[config.mk]
export PLATFORM = sky130hd
export DESIGN_NAME = video_timing_frame_gen_flat
export DESIGN_NICKNAME = d
export VERILOG_FILES = /design/src/rtl/video_timing_frame_gen_pkg.sv /design/src/rtl/video_timing_frame_gen_if.sv /design/src/rtl/video_timing_frame_gen_frame_gate_fsm.sv /design/src/rtl/video_timing_frame_gen.sv /design/src/flat_wrapper.sv
export SDC_FILE = /design/constraint.sdc
export NUM_CORES = 1
export LEC_CHECK = 0
export CAP_MARGIN = 20
export CORE_UTILIZATION = 50
export CTS_BUF_LIST = sky130_fd_sc_hd__clkbuf_2
export CTS_CLUSTER_DIAMETER = 30
export DETAILED_ROUTE_END_ITERATION = 10
export PLACE_DENSITY = 0.77
export SYNTH_ARGS = -nofsm -noshare
export SYNTH_HDL_FRONTEND = slang
export SYNTH_HIERARCHICAL = 1
export SYNTH_SLANG_ARGS = --single-unit
[constraint.sdc]
create_clock -name vga_clk -period 3.3 [get_ports vga_clk]
set_input_delay 0.66 -clock vga_clk [delete_from_list [all_inputs] [get_ports vga_clk]]
set_output_delay 0.66 -clock vga_clk [all_outputs]
set_load 0.005 [all_outputs]
[src/rtl/video_timing_frame_gen_pkg.sv]
// Shared constants for the raster timing generator and its frame gate.
package video_timing_frame_gen_pkg;

  // 1280x720@60 (74.25 MHz pixel clock)
  localparam int P720_H_SYNC  = 40;
  localparam int P720_H_BACK  = 220;
  localparam int P720_H_VALID = 1280;
  localparam int P720_H_FRONT = 110;
  localparam int P720_V_SYNC  = 5;
  localparam int P720_V_BACK  = 20;
  localparam int P720_V_VALID = 720;
  localparam int P720_V_FRONT = 5;

  // 640x480@60 (25.175 MHz pixel clock)
  localparam int P480_H_SYNC  = 96;
  localparam int P480_H_BACK  = 48;
  localparam int P480_H_VALID = 640;
  localparam int P480_H_FRONT = 16;
  localparam int P480_V_SYNC  = 2;
  localparam int P480_V_BACK  = 33;
  localparam int P480_V_VALID = 480;
  localparam int P480_V_FRONT = 10;

  // Tiny raster for simulation: 14 x 7 = 98 cycles per frame
  localparam int SIM_H_SYNC  = 2;
  localparam int SIM_H_BACK  = 2;
  localparam int SIM_H_VALID = 8;
  localparam int SIM_H_FRONT = 2;
  localparam int SIM_V_SYNC  = 1;
  localparam int SIM_V_BACK  = 1;
  localparam int SIM_V_VALID = 4;
  localparam int SIM_V_FRONT = 1;

  // Sync polarity
  localparam bit SYNC_ACTIVE_HIGH = 1'b1;
  localparam bit SYNC_ACTIVE_LOW  = 1'b0;

  // Frame-gate state encoding
  localparam logic [1:0] S_IDLE   = 2'd0;
  localparam logic [1:0] S_ARMED  = 2'd1;
  localparam logic [1:0] S_ACTIVE = 2'd2;

  typedef enum logic [1:0] {
    ST_IDLE   = S_IDLE,
    ST_ARMED  = S_ARMED,
    ST_ACTIVE = S_ACTIVE
  } gate_state_e;

  function automatic int span4(int a, int b, int c, int d);
    return a + b + c + d;
  endfunction

endpackage

[src/rtl/video_timing_frame_gen_if.sv]
// Gate control and raster outputs of the timing generator.
// master = the generator, slave = the capture/display consumer.
interface video_timing_frame_gen_if #(
  parameter int CNT_W  = 12,
  parameter int FNUM_W = 8
);
  logic              key_flag;
  logic              gate_mode;
  logic [FNUM_W-1:0] frame_num;
  logic              hsync;
  logic              vsync;
  logic              rgb_valid;
  logic              pix_data_req;
  logic [CNT_W-1:0]  pix_x;
  logic [CNT_W-1:0]  pix_y;
  logic              frame_begin;
  logic              frame_end;
  logic              frame;
  logic [FNUM_W-1:0] frame_cnt;
  logic              busy;

  modport master (
    input  key_flag, gate_mode, frame_num,
    output hsync, vsync, rgb_valid, pix_data_req, pix_x, pix_y,
           frame_begin, frame_end, frame, frame_cnt, busy
  );

  modport slave (
    output key_flag, gate_mode, frame_num,
    input  hsync, vsync, rgb_valid, pix_data_req, pix_x, pix_y,
           frame_begin, frame_end, frame, frame_cnt, busy
  );
endinterface

[src/rtl/video_timing_frame_gen_frame_gate_fsm.sv]
// Frame-aligned capture gate: opens on a key request at the next frame
// boundary, closes after N frames (burst) or on a second key (continuous).
import video_timing_frame_gen_pkg::*;

module frame_gate_fsm #(
  parameter int FNUM_W = 8
) (
  input  logic              clk,
  input  logic              rst,
  input  logic              key_flag,
  input  logic              gate_mode,
  input  logic [FNUM_W-1:0] frame_num,
  input  logic              frame_end,
  output logic              frame,
  output logic              busy,
  output logic [FNUM_W-1:0] frame_cnt
);
  gate_state_e       state_q, state_d;
  logic              mode_q, mode_d;
  logic              stop_q, stop_d;
  logic [FNUM_W-1:0] num_q, num_d;
  logic [FNUM_W-1:0] cnt_q, cnt_d;
  logic [FNUM_W:0]   cnt_inc;

  // One extra bit so a saturated count never aliases to a small target
  assign cnt_inc = {1'b0, cnt_q} + {{FNUM_W{1'b0}}, 1'b1};

  // State and gate context registers
  always_ff @(posedge clk or posedge rst) begin
    if (rst) begin
      state_q <= ST_IDLE;
      mode_q  <= 1'b0;
      stop_q  <= 1'b0;
      num_q   <= '0;
      cnt_q   <= '0;
    end else begin
      state_q <= state_d;
      mode_q  <= mode_d;
      stop_q  <= stop_d;
      num_q   <= num_d;
      cnt_q   <= cnt_d;
    end
  end

  // Next state; entry/exit only ever happen on frame_end so no partial frame is gated
  always_comb begin
    state_d = state_q;
    mode_d  = mode_q;
    stop_d  = stop_q;
    num_d   = num_q;
    cnt_d   = cnt_q;
    case (state_q)
      ST_IDLE: begin
        if (key_flag) begin
          mode_d  = gate_mode;
          num_d   = (frame_num == '0) ? FNUM_W'(1) : frame_num;
          cnt_d   = '0;
          stop_d  = 1'b0;
          state_d = frame_end ? ST_ACTIVE : ST_ARMED;
        end
      end
      ST_ARMED: begin
        if (frame_end) state_d = ST_ACTIVE;
      end
      ST_ACTIVE: begin
        // a stop key on the boundary cycle closes the gate at that same boundary
        if (key_flag && mode_q) stop_d = 1'b1;
        if (frame_end) begin
          if (cnt_q != '1) cnt_d = cnt_inc[FNUM_W-1:0];
          if (mode_q ? stop_d : (cnt_inc == {1'b0, num_q})) begin
            state_d = ST_IDLE;
            stop_d  = 1'b0;
          end
        end
      end
      default: state_d = ST_IDLE;
    endcase
  end

  assign frame     = (state_q == ST_ACTIVE);
  assign busy      = (state_q == ST_ARMED) || (state_q == ST_ACTIVE);
  assign frame_cnt = cnt_q;

endmodule

[src/rtl/video_timing_frame_gen.sv]
// Raster timing generator: h/v counters, sync and window decodes, plus the frame gate.
import video_timing_frame_gen_pkg::*;

module video_timing_frame_gen #(
  parameter int H_SYNC   = P720_H_SYNC,
  parameter int H_BACK   = P720_H_BACK,
  parameter int H_VALID  = P720_H_VALID,
  parameter int H_FRONT  = P720_H_FRONT,
  parameter int V_SYNC   = P720_V_SYNC,
  parameter int V_BACK   = P720_V_BACK,
  parameter int V_VALID  = P720_V_VALID,
  parameter int V_FRONT  = P720_V_FRONT,
  parameter bit SYNC_POL = SYNC_ACTIVE_HIGH,
  parameter int CNT_W    = 12,
  parameter int FNUM_W   = 8
) (
  input logic                      vga_clk,
  input logic                      sys_rst,
  video_timing_frame_gen_if.master vif
);
  localparam int H_TOTAL = span4(H_SYNC, H_BACK, H_VALID, H_FRONT);
  localparam int V_TOTAL = span4(V_SYNC, V_BACK, V_VALID, V_FRONT);

  localparam logic [CNT_W-1:0] H_MAX    = CNT_W'(H_TOTAL - 1);
  localparam logic [CNT_W-1:0] V_MAX    = CNT_W'(V_TOTAL - 1);
  localparam logic [CNT_W-1:0] H_SYN_E  = CNT_W'(H_SYNC);
  localparam logic [CNT_W-1:0] V_SYN_E  = CNT_W'(V_SYNC);
  localparam logic [CNT_W-1:0] H_ACT_LO = CNT_W'(H_SYNC + H_BACK);
  localparam logic [CNT_W-1:0] H_ACT_HI = CNT_W'(H_SYNC + H_BACK + H_VALID);
  localparam logic [CNT_W-1:0] H_REQ_LO = CNT_W'(H_SYNC + H_BACK - 1);
  localparam logic [CNT_W-1:0] H_REQ_HI = CNT_W'(H_SYNC + H_BACK + H_VALID - 1);
  localparam logic [CNT_W-1:0] V_ACT_LO = CNT_W'(V_SYNC + V_BACK);
  localparam logic [CNT_W-1:0] V_ACT_HI = CNT_W'(V_SYNC + V_BACK + V_VALID);

  logic [CNT_W-1:0] cnt_h_q, cnt_h_d;
  logic [CNT_W-1:0] cnt_v_q, cnt_v_d;
  logic             h_act, h_req, v_act, rgb_valid, frame_end;

  // Raster position counters
  always_ff @(posedge vga_clk or posedge sys_rst) begin
    if (sys_rst) begin
      cnt_h_q <= '0;
      cnt_v_q <= '0;
    end else begin
      cnt_h_q <= cnt_h_d;
      cnt_v_q <= cnt_v_d;
    end
  end

  // Horizontal wraps every line; vertical advances at end of line
  always_comb begin
    cnt_h_d = (cnt_h_q == H_MAX) ? '0 : cnt_h_q + CNT_W'(1);
    cnt_v_d = cnt_v_q;
    if (cnt_h_q == H_MAX) cnt_v_d = (cnt_v_q == V_MAX) ? '0 : cnt_v_q + CNT_W'(1);
  end

  assign h_act     = (cnt_h_q >= H_ACT_LO) && (cnt_h_q < H_ACT_HI);
  assign h_req     = (cnt_h_q >= H_REQ_LO) && (cnt_h_q < H_REQ_HI);
  assign v_act     = (cnt_v_q >= V_ACT_LO) && (cnt_v_q < V_ACT_HI);
  assign rgb_valid = h_act && v_act;
  assign frame_end = (cnt_h_q == H_MAX) && (cnt_v_q == V_MAX);

  assign vif.hsync        = (cnt_h_q < H_SYN_E) ? SYNC_POL : ~SYNC_POL;
  assign vif.vsync        = (cnt_v_q < V_SYN_E) ? SYNC_POL : ~SYNC_POL;
  assign vif.rgb_valid    = rgb_valid;
  assign vif.pix_data_req = h_req && v_act;
  assign vif.pix_x        = rgb_valid ? cnt_h_q - H_ACT_LO : '0;
  assign vif.pix_y        = rgb_valid ? cnt_v_q - V_ACT_LO : '0;
  assign vif.frame_begin  = (cnt_h_q == '0) && (cnt_v_q == '0);
  assign vif.frame_end    = frame_end;

  frame_gate_fsm #(.FNUM_W(FNUM_W)) u_gate (
    .clk       (vga_clk),
    .rst       (sys_rst),
    .key_flag  (vif.key_flag),
    .gate_mode (vif.gate_mode),
    .frame_num (vif.frame_num),
    .frame_end (frame_end),
    .frame     (vif.frame),
    .busy      (vif.busy),
    .frame_cnt (vif.frame_cnt)
  );

endmodule

[src/flat_wrapper.sv]
// flat-port wrapper written by rule: the top's interface ports become plain ports
module video_timing_frame_gen_flat 
#(
  parameter int H_SYNC   = P720_H_SYNC,
  parameter int H_BACK   = P720_H_BACK,
  parameter int H_VALID  = P720_H_VALID,
  parameter int H_FRONT  = P720_H_FRONT,
  parameter int V_SYNC   = P720_V_SYNC,
  parameter int V_BACK   = P720_V_BACK,
  parameter int V_VALID  = P720_V_VALID,
  parameter int V_FRONT  = P720_V_FRONT,
  parameter bit SYNC_POL = SYNC_ACTIVE_HIGH,
  parameter int CNT_W    = 12,
  parameter int FNUM_W   = 8
)
  (vga_clk, sys_rst, vif_key_flag, vif_gate_mode, vif_frame_num, vif_hsync, vif_vsync, vif_rgb_valid, vif_pix_data_req, vif_pix_x, vif_pix_y, vif_frame_begin, vif_frame_end, vif_frame, vif_frame_cnt, vif_busy);
  video_timing_frame_gen_if #(.CNT_W(CNT_W), .FNUM_W(FNUM_W)) vif_i ();
  input logic vga_clk;
  input logic sys_rst;
  input wire logic [$bits(vif_i.key_flag)-1:0] vif_key_flag;
  input wire logic [$bits(vif_i.gate_mode)-1:0] vif_gate_mode;
  input wire logic [$bits(vif_i.frame_num)-1:0] vif_frame_num;
  output wire logic [$bits(vif_i.hsync)-1:0] vif_hsync;
  output wire logic [$bits(vif_i.vsync)-1:0] vif_vsync;
  output wire logic [$bits(vif_i.rgb_valid)-1:0] vif_rgb_valid;
  output wire logic [$bits(vif_i.pix_data_req)-1:0] vif_pix_data_req;
  output wire logic [$bits(vif_i.pix_x)-1:0] vif_pix_x;
  output wire logic [$bits(vif_i.pix_y)-1:0] vif_pix_y;
  output wire logic [$bits(vif_i.frame_begin)-1:0] vif_frame_begin;
  output wire logic [$bits(vif_i.frame_end)-1:0] vif_frame_end;
  output wire logic [$bits(vif_i.frame)-1:0] vif_frame;
  output wire logic [$bits(vif_i.frame_cnt)-1:0] vif_frame_cnt;
  output wire logic [$bits(vif_i.busy)-1:0] vif_busy;
  assign vif_i.key_flag = vif_key_flag;
  assign vif_i.gate_mode = vif_gate_mode;
  assign vif_i.frame_num = vif_frame_num;
  assign vif_hsync = vif_i.hsync;
  assign vif_vsync = vif_i.vsync;
  assign vif_rgb_valid = vif_i.rgb_valid;
  assign vif_pix_data_req = vif_i.pix_data_req;
  assign vif_pix_x = vif_i.pix_x;
  assign vif_pix_y = vif_i.pix_y;
  assign vif_frame_begin = vif_i.frame_begin;
  assign vif_frame_end = vif_i.frame_end;
  assign vif_frame = vif_i.frame;
  assign vif_frame_cnt = vif_i.frame_cnt;
  assign vif_busy = vif_i.busy;
  video_timing_frame_gen #(.H_SYNC(H_SYNC), .H_BACK(H_BACK), .H_VALID(H_VALID), .H_FRONT(H_FRONT), .V_SYNC(V_SYNC), .V_BACK(V_BACK), .V_VALID(V_VALID), .V_FRONT(V_FRONT), .SYNC_POL(SYNC_POL), .CNT_W(CNT_W), .FNUM_W(FNUM_W)) u_core (.vga_clk(vga_clk), .sys_rst(sys_rst), .vif(vif_i));
endmodule
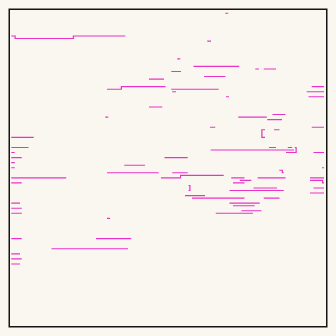
Fig. 1. Met3 routing (run 1).
The wires run mostly horizontal. 59 nets have wire on it. The longest straight run is 22.1 um.
final wirelength: 8880 um
GR Util met3: 3.89%
via count: 3124

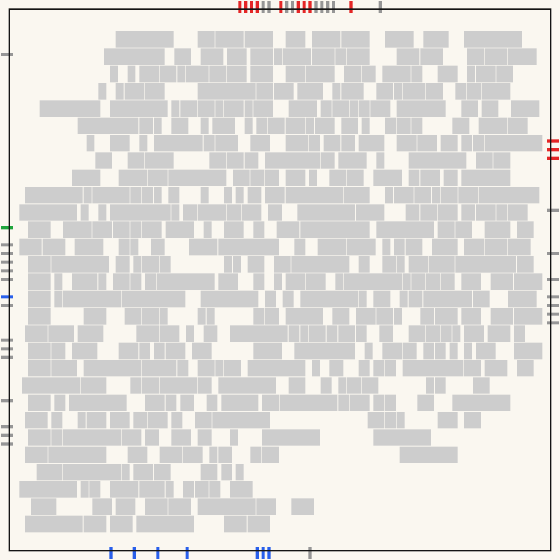
Fig. 2. Ports around the boundary (run 1).
Pins as bars across the die edge, other pins in grey.
Blue stands for `vif_frame_cnt`, pins 8, direction output, edge 7 south, 1 west. Green stands for `vif_frame_end`, pins 1, direction output, edge west. Red stands for `vif_pix_x`, pins 12, direction output, edge 9 north, 3 east.
Port Buffers: 51
die width: 84.9 um

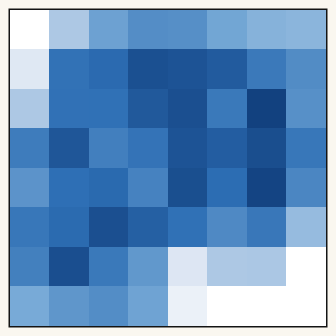
Fig. 3. Cell density map (run 1).
The die is cut into 8 by 8 equal tiles; white is low, dark blue is high, 0 to 100% covered.
30% of the tiles are over 75% full. The fullest tile reaches 93%. The mean over all tiles is 60%. The emptiest ninth of the die: south-east.

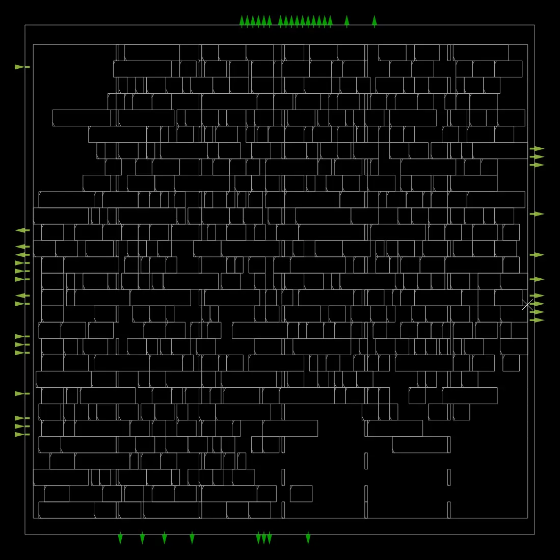
Fig. 4. Cell outlines without signal wires (run 1).
Cell Rows: 29
core footprint: 6490 um2
# fillers: 514
seq_cells: 44

[run 1: cells by family after synthesis]
group                    Yosys count
multiplexers                      10
AND-OR/OR-AND                     78
flip-flops                        44
XOR/XNOR                          34
AND/OR/NAND/NOR                  147
buffers and inverters             49
adder cells (fa/ha/maj)           14
[run 1: worst register-to-register path: cells and delay by family, from the launching register on]
| kind | cells | cell delay, ps |
|---|---|---|
| flip-flops | 1 | 560 |
| buffers and inverters | 1 | 100 |
| AND-OR/OR-AND | 4 | 990 |
| AND/OR/NAND/NOR | 4 | 1120 |
[run 1: timing repair]
action	4_1_cts	5_1_grt
pin swaps	5	6
endpoints found under the setup margin	27	20
endpoints found under the hold margin	0	0
setup buffers	13	15
gates cloned	1	0
gates resized	28	31
==> flow_summary.yaml, run 1 <==
# physical design summary
outcome:
  status: "complete, but fails checks"
  violations: "design-rule violations, negative setup slack"
setup_path:
  startpoint: "u_core/cnt_v_q[1]"
  arrival_ps: 2650
  cp-end-kind: "output port"
  ff2ff_setup_slack_ps: 420
yosys:
  xor_share_pct: 8.68
  synth_cells: 376
  synthAdderAreaFrac_pct: 5.10
  async_reset_ff_share_pct: 100
  ys.flops: 44
global_routing:
  globalRouteMet2Util_pct: 40.7
power_and_ir_drop:
  p_int_uw: 676
  comb_power_uw: 30.9
clock_network:
  clockRootBuffer: "clkbuf_2"
  cts_tree: "yes"
sta:
  fin_ws_ps: -12.3
  finalSetupViolCount: 1
  fin_setup_tns_ps: -12.3
  fin_crit_ps: 3310
  worst_pin_slew_ps: 768
route:
  post-route-drc-count: 1
Fig. 5: run 1, clock distribution
Bar = 20 um.
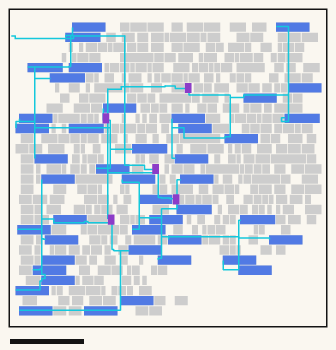

==> run 1 -> run 2 <==
--- a/config.mk
+++ b/config.mk
@@ -5,11 +5,12 @@
 export SDC_FILE = /design/constraint.sdc
 export NUM_CORES = 1
 export LEC_CHECK = 0
-export CAP_MARGIN = 20
+export ABC_CLOCK_PERIOD_IN_PS = 3300
 export CORE_UTILIZATION = 50
 export CTS_BUF_LIST = sky130_fd_sc_hd__clkbuf_2
 export CTS_CLUSTER_DIAMETER = 30
 export DETAILED_ROUTE_END_ITERATION = 10
+export GPL_ROUTABILITY_DRIVEN = 0
 export PLACE_DENSITY = 0.77
 export SYNTH_ARGS = -nofsm -noshare
 export SYNTH_HDL_FRONTEND = slang
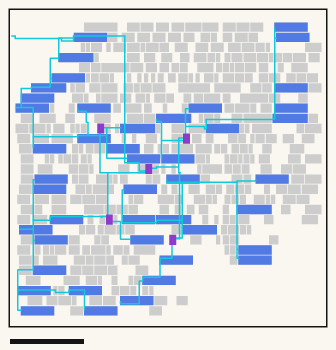
Fig. 6. Clock distribution (run 2).
Bar = 20 um.
Purple stands for clock drivers, count 5. Cyan stands for clock wires, length 557 um. Blue stands for flip-flops, count 44.
Position of the flops: widely spread.
clk_skew: 27.3 ps
Worst-Skew Late Latency: 410 ps
total clock network power: 219 uW
clock share of power: 27.9%

==> run 2 against run 1 <==
The run ends with design-rule violations left. Power down 9.3%. Sequential power hardly changed. Highest routed layer unchanged. Sequential cell count is the same. Combinational power down 15%. Critical path depth decreased by 4.
==> flow_summary.yaml, run 2 <==
# physical design summary
floorplanning:
  die_w_um: 84.9
  coreArea_um2: 6490
  row_count: 29
global_routing:
  grt_pass1_vias: 2902
  globalRouteMet2Util_pct: 39.3
  use_met3_pct: 3.40
placement:
  place_area_um2: 3990
  port_buffers: 51
yosys:
  ys.flops: 44
  top_area_share_pct: 32.1
  netlist_area_um2: 3430
  postSynthSeqShare_pct: 32.1
  synth_cells: 376
  async_reset_ff_share_pct: 100
layout:
  fillers: 504
  signal_buffers: 80
  ff_count: 44
sta:
  fin_setup_tns_ps: 0
  worst_pin_slew_ps: 983
  finalSetupViolCount: 0
  hold_ws_ps: 516
  fin_crit_ps: 3300
  fin_ws_ps: 3.77
setup_path:
  cp-end-kind: "output port"
  startpoint: "u_core/cnt_v_q[1]"
  arrival_ps: 2640
  ff2ff_path_depth: 11
  critPathLaunchType: "flop"
  ff2ff_setup_slack_ps: 460
outcome:
  status: "complete, but fails checks"
  violations: "design-rule violations"
route:
  met3_length_um: 299
  post-route-drc-count: 1
  met2_length_um: 4040
  ant_nets: 0
  num_vias: 2988
  wl_per_cell_um: 15.8
  wirelength_um: 8070
power_and_ir_drop:
  leakagePower_nw: 1.91
clock_network:
  cts_setup_buffers: 8
  cts_tree: "yes"
  ctsResizeCount: 16
  cts.path.max_buffers: 2
run:
  tool_warnings: 36
-- run 2: cell types whose count changed in the layout (fill, tap and decap cells not counted), sizes merged --
cell / previous run / this run
buf: 49 / 29
bufinv: 1 / 0
dlygate4sd2: 8 / 4
clkbuf: 8 / 6
clkinv: 0 / 1
clkdlybuf4s50: 26 / 38
nand4: 12 / 11
dlymetal6s2s: 14 / 9
-- run 2: logic make-up (layout without fill, tap and decap cells) --
group,after synthesis,count (layout),share of synthesized area [%]
simple gates,147,147,26.8
buf+inv,49,106,7.55
mux,10,10,3.28
xor+xnor,34,34,8.68
fa+ha+maj,14,14,5.10
compound gates,78,78,16.5
flops,44,44,32.1
-- run 2: report_power, final --
group / internal, mW / switching (mW)
Combinational: 0.0122 / 0.0141
Clock: 0.0506 / 0.169
Sequential: 0.540 / 0
Total: 0.603 / 0.183
Power figures rest on the tool's default switching activity, not on a simulated workload.
